## src/rtl/spi_txn_arbiter_pkg.sv

```systemverilog
// Shared definitions for the SPI transaction arbiter: FSM encoding,
// default frame/timeout sizes and the round-robin pointer helper.
package spi_txn_arbiter_pkg;

    typedef enum logic [1:0] {
        ST_IDLE  = 2'd0,
        ST_START = 2'd1,
        ST_WAIT  = 2'd2,
        ST_DONE  = 2'd3
    } arb_state_t;

    localparam int DEF_DW      = 24;
    localparam int DEF_TIMEOUT = 4096;

    // Pointer advance past the served requester, wrapping for any NREQ.
    function automatic int rr_next(input int idx, input int n);
        if (idx >= n - 1) begin
            return 0;
        end else begin
            return idx + 1;
        end
    endfunction

endpackage

```

## src/rtl/spi_txn_arbiter_rr.sv

```systemverilog
// Combinational round-robin selector: first active request at or after ptr.
module rr_pick #(
    parameter int NREQ = 2,
    parameter int IW   = $clog2(NREQ)
) (
    input  logic [NREQ-1:0] req,
    input  logic [IW-1:0]   ptr,
    output logic [NREQ-1:0] grant,
    output logic [IW-1:0]   idx
);

    int unsigned     cand_int_s;
    logic [IW-1:0]   cand_s;
    logic            found_s;

    // Scan requesters starting at ptr, keeping the first hit.
    always_comb begin
        grant      = '0;
        idx        = '0;
        found_s    = 1'b0;
        cand_int_s = 32'd0;
        cand_s     = '0;
        for (int i = 0; i < NREQ; i++) begin
            cand_int_s = (32'(ptr) + 32'(i)) % 32'(NREQ);
            cand_s     = IW'(cand_int_s);
            if (!found_s && req[cand_s]) begin
                grant[cand_s] = 1'b1;
                idx           = cand_s;
                found_s       = 1'b1;
            end else begin
                found_s = found_s;
            end
        end
    end

endmodule

```

## src/rtl/spi_txn_arbiter.sv

```systemverilog
// Shares one SPI master among NREQ requesters: round-robin grant, one frame
// per grant, timeout abort, and a one-cycle ack/err completion pulse.
module spi_txn_arbiter
    import spi_txn_arbiter_pkg::*;
#(
    parameter int NREQ    = 2,
    parameter int DW      = DEF_DW,
    parameter int TIMEOUT = DEF_TIMEOUT
) (
    input  logic               i_clk,
    input  logic               i_rstb,
    input  logic [NREQ-1:0]    i_req,
    input  logic [NREQ*DW-1:0] i_req_data,
    output logic [NREQ-1:0]    o_ack,
    output logic               o_err,
    output logic [DW-1:0]      o_rdata,
    output logic               o_busy,
    output logic               o_tx_start,
    output logic [DW-1:0]      o_tx_data,
    input  logic               i_tx_end,
    input  logic [DW-1:0]      i_rx_data
);

    localparam int IW = $clog2(NREQ);
    localparam int CW = $clog2(TIMEOUT);
    localparam logic [CW-1:0] CNT_LAST = CW'(TIMEOUT - 1);

    arb_state_t      state_r;
    logic [IW-1:0]   ptr_r;
    logic [IW-1:0]   gidx_r;
    logic [NREQ-1:0] gnt_r;
    logic [CW-1:0]   cnt_r;
    logic [NREQ-1:0] pick_gnt_s;
    logic [IW-1:0]   pick_idx_s;

    rr_pick #(.NREQ(NREQ), .IW(IW)) u_rr_pick (
        .req   (i_req),
        .ptr   (ptr_r),
        .grant (pick_gnt_s),
        .idx   (pick_idx_s)
    );

    // Transaction FSM; every output is registered. o_err doubles as the
    // error flag since it is only ever raised on the edge entering DONE.
    always_ff @(posedge i_clk) begin
        if (!i_rstb) begin
            state_r    <= ST_IDLE;
            ptr_r      <= '0;
            gidx_r     <= '0;
            gnt_r      <= '0;
            cnt_r      <= '0;
            o_ack      <= '0;
            o_err      <= 1'b0;
            o_rdata    <= '0;
            o_busy     <= 1'b0;
            o_tx_start <= 1'b0;
            o_tx_data  <= '0;
        end else begin
            case (state_r)
                ST_IDLE: begin
                    o_ack <= '0;
                    o_err <= 1'b0;
                    if (|i_req) begin
                        gidx_r     <= pick_idx_s;
                        gnt_r      <= pick_gnt_s;
                        o_tx_data  <= i_req_data[int'(pick_idx_s)*DW +: DW];
                        o_tx_start <= 1'b1;
                        o_busy     <= 1'b1;
                        state_r    <= ST_START;
                    end else begin
                        o_tx_start <= 1'b0;
                        o_busy     <= 1'b0;
                        state_r    <= ST_IDLE;
                    end
                end
                ST_START: begin
                    o_tx_start <= 1'b0;
                    cnt_r      <= '0;
                    state_r    <= ST_WAIT;
                end
                ST_WAIT: begin
                    // A real end pulse wins over a timeout on the same cycle.
                    if (i_tx_end) begin
                        o_rdata <= i_rx_data;
                        o_ack   <= gnt_r;
                        state_r <= ST_DONE;
                    end else if (cnt_r == CNT_LAST) begin
                        o_rdata <= '0;
                        o_err   <= 1'b1;
                        o_ack   <= gnt_r;
                        state_r <= ST_DONE;
                    end else begin
                        cnt_r <= cnt_r + CW'(1);
                    end
                end
                ST_DONE: begin
                    o_ack   <= '0;
                    o_err   <= 1'b0;
                    o_busy  <= 1'b0;
                    ptr_r   <= IW'(rr_next(int'(gidx_r), NREQ));
                    state_r <= ST_IDLE;
                end
                default: begin
                    o_ack      <= '0;
                    o_err      <= 1'b0;
                    o_busy     <= 1'b0;
                    o_tx_start <= 1'b0;
                    state_r    <= ST_IDLE;
                end
            endcase
        end
    end

endmodule

```

## config.mk

```make
export PLATFORM = sky130hd
export DESIGN_NAME = spi_txn_arbiter
export DESIGN_NICKNAME = d
export VERILOG_FILES = /design/src/rtl/spi_txn_arbiter_pkg.sv /design/src/rtl/spi_txn_arbiter_rr.sv /design/src/rtl/spi_txn_arbiter.sv
export SDC_FILE = /design/constraint.sdc
export NUM_CORES = 1
export LEC_CHECK = 0
export CORE_ASPECT_RATIO = 0.7
export CORE_MARGIN = 4
export CORE_UTILIZATION = 40
export DETAILED_ROUTE_END_ITERATION = 8
export PLACE_DENSITY = 0.82
export SYNTH_ARGS = -nofsm -noshare
export SYNTH_HDL_FRONTEND = slang
export SYNTH_SLANG_ARGS = --single-unit
```

## constraint.sdc

```tcl
create_clock -name i_clk -period 1.9 [get_ports i_clk]
set_input_delay 0.285 -clock i_clk [delete_from_list [all_inputs] [get_ports i_clk]]
set_output_delay 0.285 -clock i_clk [all_outputs]
set_load 0.1 [all_outputs]
```

Fig. 1: run 1, placement by cell class
The bar under the picture is 20 um long. Fill, decap, tap and diode cells in grey.
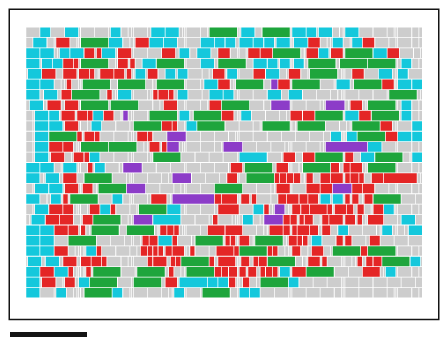
[sequential cells] green | cells: 71
[clock drivers and dummy loads] purple | cells: 16
[remaining logic cells] red | cells: 218
[remaining buffers and delay cells] cyan | cells: 144
core box area: 0.00732 sq mm
fin util: 62.7%
Final Cell Area: 0.00459 sq mm
# rows: 26
Seq/total area: 31.0%

Fig. 2: run 1, signal wires on met1
Supply wires on this layer in grey.
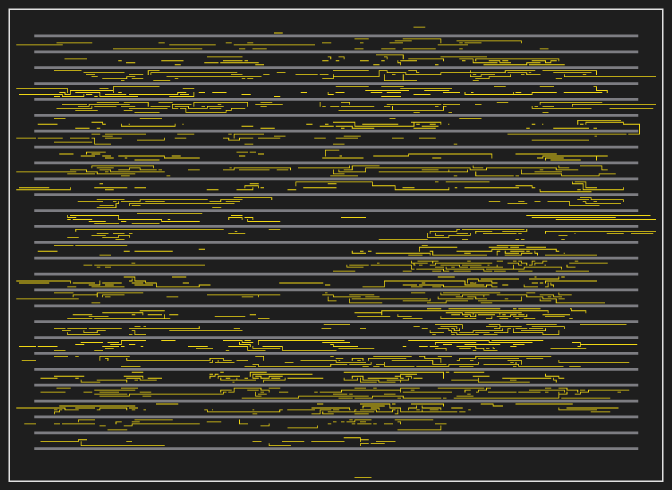
longest straight run: 28.5 um
main direction: horizontal
share of all routed wire: 45%
wire length on this layer: 3670 um
nets with wire on the layer: 462
Routed WL: 8.25 mm
via count: 2860
GR Layer Usage met1: 22.2%

==> results.toml, run 1 <==
# implementation run metrics
[detailed_routing]
wire_per_inst_um = 15.1
drc = 0
viasPerCell = 5.23
drt_first_iter_violations = 89
drt_first_pass_iters = 4
ant_nets = 0

[worst_setup_path]
critPathLaunch = "state_r[0]"
critical_path_class = "reg2reg"
critPathCaptureType = "flop"
timing.rr.start = "state_r[0]"
path_max_fanout = 7
critical_path_required_ns = 2.14
cp_data_arrival_time_ns = 2.02
ff2ff_path_depth = 7
critical_path.startpoint_type = "flop"

[yosys]
synth-edff-count = 0
synthArstFlopShare_pct = 0
ys_seq_share_pct = 47.2
ys_chip_area_sq_mm = 0.00301
top_logic_kind = "AND-OR/OR-AND gates"
yosys_warnings = 0
synth_flop_count = 71
ys_cells = 309
syn-num-nets = 392
adder_share_pct = 2.49
ys_sh_simple_pct = 13.5
syn-instance-count = 309
ys_types = 47
mux_share_pct = 9.01
xor_area_share_pct = 0
avgSynthCellArea_sq_um = 9.75
synthAoiAreaFrac_pct = 23.5
ff_type = "dfxtp_1"
syn_area_sq_mm = 0.00301

[die]
io_pins = 130
fp_util_pct = 41.2
die_y_um = 80.6
die_w_um = 112
dieArea_sq_mm = 0.00901

[cells_and_area]
drive_gt1_share_pct = 21.6
diodes = 0
nets = 527
syn_to_final_growth_pct = 52.3

[clock_tree]
ctsHoldBuffers = 0
cts_buffers = 9
cts_sinks = 71
cts.path.max_buffers = 2
clock-root-buffer = "clkbuf_8"
clkTransAtPathRegs_ns = 0.07
htree_num_levels = 3
clock_latency_ns = 0.33
cts_tree = "yes"

[timing]
period_minus_slack_ns = 1.78
max_freq_mhz = 563
fin_crit_sh_pct = 93.5
tightest_slew_ns = 0.433
maxSlewViolCount = 0
grt_setup_unrepaired = "false"
skew_ns = 0.00649
slew_headroom_pct = 71.1
finalHoldWorstSlack_ns = 0.463
setup_viol = 0
finalHoldViolCount = 0

[grt]
antenna_found_initial = 0
grt_util_all_layers_pct = 17.7
overflow = 0
grt_max_degree = 49
grt_pass1_wl_mm = 13.0
grt_pass1_vias = 2791

[run_status]
status = "finished clean"

[place]
routabilityCongestion = 0.850
placed_cells = 531
port_buffers = 129
dp_hpwl_mm = 6.29
place_area_sq_mm = 0.00436

[worst_hold_path]
min_path_type = "reg2reg"
worstHoldStart = "gidx_r"
hold_depth = 2

[flow_run]
tool_warnings = 30
cap_violations = 0

[power_and_ir_drop]
p_per_area_mw_per_mm2 = 1560
p_total_uw = 7160
irDropWorstVdd_mv = 1.12
p_leak_uw = 0.00195
Fig. 3: run 1, placement view
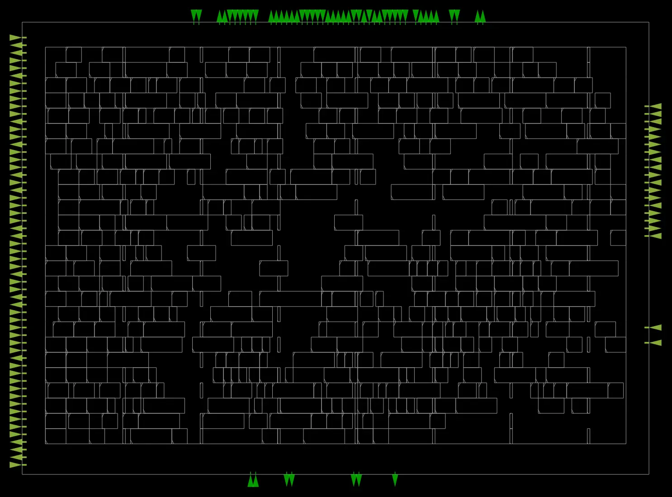
FF+latch count: 71
Final Instance Count excl. Fillers: 547
tap cell count: 98
Fill cells: 589

## run 1: timing repair
action / in CTS / in global routing
endpoints found under the setup margin: 0 / 29
buffers inserted: 0 / 0
resized: 0 / 3
## run 1: metrics by stage
stage               setup TNS [ns]  setup slack (ns)
finish                           0             0.123
global route                     0            0.0114
CTS                              0            0.0345
detailed placement          -0.930           -0.0642
global placement                 0            0.0232
floorplan                        0             0.249
## run 1: per-layer routing
metal | wire [um] | track usage (%) | vias up
li1 | - | - | 1433
met2 | 3710 | 27.8 | 122
met3 | 800 | 7.76 | 8
met1 | 3670 | 22.2 | 1297
met5 | 0 | 0 | -
met4 | 68 | 4.86 | 0
## run 1: Yosys cell counts (all sizes together), types with 4 or more instances
| cell | instances | area (sq um) |
|---|---|---|
| a311oi | 5 | 43.8 |
| a211oi | 24 | 180 |
| mux2i | 26 | 260 |
| inv | 9 | 33.8 |
| o31ai | 4 | 30.0 |
| nand4 | 6 | 37.5 |
| nand2 | 16 | 60.1 |
| a22o | 24 | 210 |
| a21oi | 14 | 73.8 |
| a31oi | 4 | 25.0 |
| dfxtp | 71 | 1420 |
| nand2b | 4 | 25.0 |
| nor3 | 5 | 25.0 |
| buf | 9 | 53.8 |
| o21ai | 9 | 48.8 |
| ha | 6 | 75.1 |
| nor2 | 34 | 128 |
| clkbuf | 11 | 41.3 |
## run 1: layout make-up
type	instances	area (sq um)
fillers	589	2730
well taps	98	123
repair buffers	144	1310
clock inverters	5	81.3
flip-flops and latches	71	1420
multi-input cells	209	1480
inverters	9	33.8
clock buffers	11	141
## run 1: placed cells by master (no fill, tap or decap), types with 2 or more instances in the layout
| master | count |
|---|---|
| a211oi_1 | 24 |
| a21oi_1 | 13 |
| a22o_1 | 24 |
| a311oi_1 | 5 |
| a31oi_1 | 4 |
| buf_12 | 3 |
| buf_4 | 65 |
| bufinv_16 | 2 |
| clkbuf_8 | 10 |
| clkdlybuf4s50_1 | 76 |
| dfxtp_1 | 71 |
| ha_1 | 5 |
| inv_1 | 8 |
| mux2i_1 | 26 |
| nand2_1 | 16 |
| nand2b_1 | 4 |
| nand3_1 | 2 |
| nand4_1 | 6 |
| nor2_1 | 33 |
| nor2b_1 | 2 |
| nor3_1 | 5 |
| o211ai_1 | 2 |
| o21ai_0 | 8 |
| o31ai_1 | 3 |
## run 1: sequential cells by signal, indices dropped and copies added, names as in the netlist
| register | count |
|---|---|
| o_rdata | 24 |
| o_tx_data | 24 |
| gnt_r | 2 |
| gidx_r | 1 |
| state_r | 2 |
| o_tx_start | 1 |
| o_ack | 2 |
| ptr_r | 1 |
| cnt_r | 12 |
| o_err | 1 |
| o_busy | 1 |
## run 1: worst paths after layout
path	end	slack, ns
hold / removal	gidx_r	0.46
setup / recovery	cnt_r[10]	0.12
setup reg to reg	cnt_r[10]	0.12
hold reg to reg	gidx_r	0.46
## run 1: worst max-delay path, cell delays in order, from the launching register on
cell and delay (ns):
dfxtp_1 0.32, inv_1 0.10, ha_2 0.28, buf_4 0.17, nor2b_1 0.21, o211ai_1 0.18
o21ba_1 0.21, a311oi_1 0.22
## run 1: report_power, final
part / switching (uW) / internal [uW]
Sequential: 188 / 1810
Clock: 550 / 776
Combinational: 2870 / 968
Fig. 4: run 1, routed metal, one colour a layer
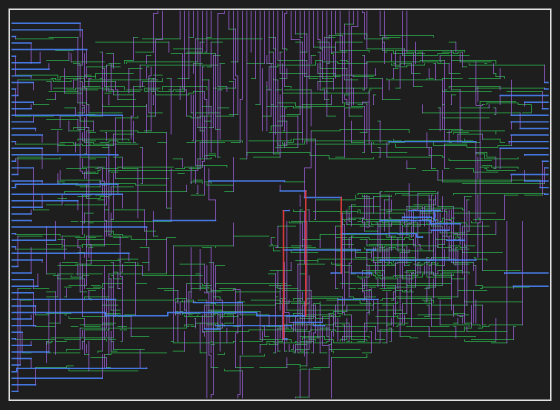

==> run 2, diff against run 1 <==
--- a/config.mk
+++ b/config.mk
@@ -9,7 +9,7 @@
 export CORE_MARGIN = 4
 export CORE_UTILIZATION = 40
 export DETAILED_ROUTE_END_ITERATION = 8
-export PLACE_DENSITY = 0.82
+export PLACE_DENSITY = 0.79
 export SYNTH_ARGS = -nofsm -noshare
 export SYNTH_HDL_FRONTEND = slang
 export SYNTH_SLANG_ARGS = --single-unit
Fig. 5: run 2, routed metal, one colour a layer
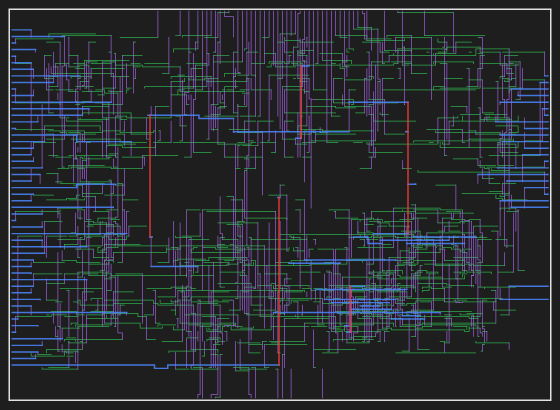
[M1] green | wire length: 3460 um
[M4] red | wire length: 112 um
[M2] purple | wire length: 3990 um
[M3] blue | wire length: 858 um

Fig. 6: run 2, routed metal per tile
22 x 16 tiles, from black (low) to pale yellow (high), scaled to the fullest tile. Values are wire area over tile area, all layers added.
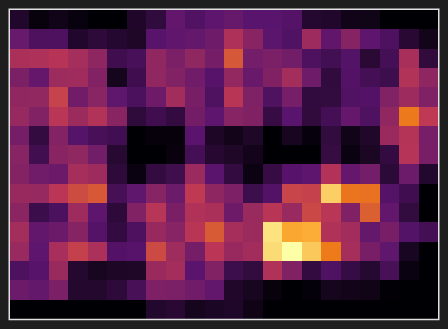
fullest tile: 0.60
nearly empty tiles: 11%
mean over tiles: 0.16
tiles over half the peak: 6.8%

==> run 2 against run 1 <==
Net effect:
- wire length is 2.0% higher
- synthesized cell count stayed put
- fmax is 2.1% lower
- critical path depth is 2 lower
- combinational power is 1% higher
- clock power is about 10% lower
- sequential share of layout area is 0.18 points lower
- non-clock buffer count is 3 higher
- synthesized area stayed put
- worst setup slack worse by 0.037 ns
- die area stayed put
- first-iteration DRC count is 44% higher
- largest power group unchanged
==> results.toml, run 2 <==
# implementation run metrics
[grt]
grt_pass1_vias = 2766
overflow = 0
antenna_found_initial = 0
grt_util_all_layers_pct = 18.7
grt_pass1_wl_mm = 13.5
grt_max_degree = 42

[yosys]
ys_chip_area_sq_mm = 0.00301
synthArstFlopShare_pct = 0
synth_flop_count = 71
ys_cells = 309
ys_types = 47
ys_seq_share_pct = 47.2
syn-num-nets = 392
syn_area_sq_mm = 0.00301
netlist_top_cells_count = "71 x dfxtp_1, 34 x nor2_1, 26 x mux2i_1"
yosys_warnings = 0
syn-instance-count = 309
ff_type = "dfxtp_1"
topCellsByArea = "dfxtp_1 47%, mux2i_1 8.6%, a22o_1 7.0%"
top_cell = "dfxtp_1"
synth_top_area_share_pct = 47.2
synth-edff-count = 0
yosys.area.top_type = "dfxtp_1"
avgSynthCellArea_sq_um = 9.75

[clock_tree]
ctsHoldBuffers = 0
clock_latency_ns = 0.34
cts.path.max_buffers = 2
cts_tree = "yes"
clock-root-buffer = "clkbuf_8"
cts_sinks = 71
cts_buffers = 9
htree_num_levels = 3
clkTransAtPathRegs_ns = 0.08

[run_status]
status = "finished clean"

[die]
core_sq_mm = 0.00732
die_y_um = 80.6
io_pins = 130
dieArea_sq_mm = 0.00901
fp_util_pct = 41.2
die_w_um = 112
rows = 26

[worst_setup_path]
path_max_fanout = 5
cp_data_arrival_time_ns = 2.08
worst-path-buf-inv = 0
critPathSlowestCell = "dfxtp_1"
critical-path-top-delay-family = "simple AND/OR/NAND/NOR gates"
crit_path_cell_trace = "ha_1, nand3_1, nor4_1, mux2_2, a21oi_1"
critical_path_required_ns = 2.16
critPathCaptureType = "flop"
critical_path_class = "reg2reg"
critical_path.startpoint_type = "flop"
max_stage_delay_ns = 0.43

[place]
pre_cts_slack_ns = 0.0589
port_buffers = 129
routabilityCongestion = 0.873
place_area_sq_mm = 0.00439
dp_hpwl_mm = 6.23

[detailed_routing]
dr_wl_met2_mm = 3.99
ant_nets = 0
drt-met1-wl_mm = 3.46
wire_per_inst_um = 15.3
drt_first_iter_violations = 128
topRoutingLayerUsed = "met4"
drt_first_pass_iters = 4
viasPerCell = 5.29
drc = 0
wl_met3_um = 858
num_vias = 2905
wl_mm = 8.41

[timing]
setup_ws_ns = 0.0853
finalHoldViolCount = 0
tightest_slew_ns = 0.413
setup_viol = 0
period_minus_slack_ns = 1.81
maxSlewViolCount = 0
slew_headroom_pct = 72.3
max_freq_mhz = 551
skew_ns = 0.00889
fin_crit_sh_pct = 95.5

[power_and_ir_drop]
power.switching_uw = 3640
internal_power_uw = 3460
p_clk_share_pct = 16.9
p_per_area_mw_per_mm2 = 1540
p_leak_uw = 0.00196
switching_share_pct = 51.3
seqPwrFrac_pct = 28.3
p_total_uw = 7100
p_comb_share_pct = 54.8
irDropWorstVdd_mv = 1.13

[cells_and_area]
design_area_sq_mm = 0.00461
n_fill_cell = 627
syn_to_final_growth_pct = 53.2
nets = 530
top_regs = "o_rdata (24), o_tx_data (24), cnt_r (12)"
drive_gt1_share_pct = 22.4
final_cell_mix = "76 x clkdlybuf4s50_1, 71 x dfxtp_1, 67 x buf_4, 33 x nor2_1, 26 x mux2i_1"
diodes = 0
final_common_cell = "clkdlybuf4s50_1"
final_core_util_pct = 63.0

[flow_run]
cap_violations = 0
tool_warnings = 30

[worst_hold_path]
min_path_type = "reg2reg"
-- run 2: through the flow --
stage	hold slack (ns)	TNS (ns)	std cells
2_1_floorplan	0.410	0	309
3_3_place_gp	0.446	0	534
3_5_place_dp	0.451	0	534
4_1_cts	0.463	0	549
5_1_grt	0.485	-0.00913	549
6_report	0.460	0	549
-- run 2: kinds of logic after synthesis --
family	count (synthesis)	share of synthesized area [%]
muxes	27	9.01
adders and majority gates	6	2.49
DFF	71	47.2
buffers and inverters	29	4.28
and+or+nand+nor	81	13.5
AOI/OAI and AO/OA	95	23.5
-- run 2: final cells by class --
cell class / count / area [sq um] / share of cell area (%)
clock buffer: 10 / 138 / 2.98
clock inverter: 5 / 58.8 / 1.27
multi-input combinational: 209 / 1500 / 32.4
sequential: 71 / 1420 / 30.8
timing repair buffer: 147 / 1340 / 29.1
inverter: 9 / 33.8 / 0.732
tap: 98 / 123 / 2.66
-- run 2: path summary, 6_finish.rpt --
kind | end | start | cells past startpoint | slack, ns
max reg2reg | cnt_r[8] | cnt_r[0] | 5 | 0.09
max | cnt_r[8] | cnt_r[0] | 5 | 0.09
min | gidx_r | gidx_r | 2 | 0.46
min reg2reg | gidx_r | gidx_r | 2 | 0.46
-- run 2: timing repair --
action / in CTS / in global routing
endpoints found under the setup margin: 1 / 3
resized: 1 / 4
setup buffers: 0 / 0
-- run 2: worst reg2reg max path, delay by kind of cell, from the launching register on --
| kind | cells | cell delay [ns] |
|---|---|---|
| AND/OR/NAND/NOR | 2 | 0.53 |
| flip-flops | 1 | 0.43 |
| multiplexers | 1 | 0.38 |
| adder cells (fa/ha/maj) | 1 | 0.28 |
| AND-OR/OR-AND | 1 | 0.13 |
-- run 2: layer usage --
metal  track usage (%)  vias up
met2              30.0      127
met5                 0        -
met3              8.13       12
li1                  -     1435
met1              22.5     1331
met4              6.20        0
-- run 2: power groups by stage --
stage                     Clock [uW]  Sequential, uW  Combinational (uW)
after floorplan                    0            4040                 875
after global placement             0            2010                3840
after detailed placement           0            2030                3890
after CTS                       1250            2010                3890
after global routing            1310            2050                4100
final                           1200            2010                3890
No activity file was given, so power comes from the tool's default toggle rates.
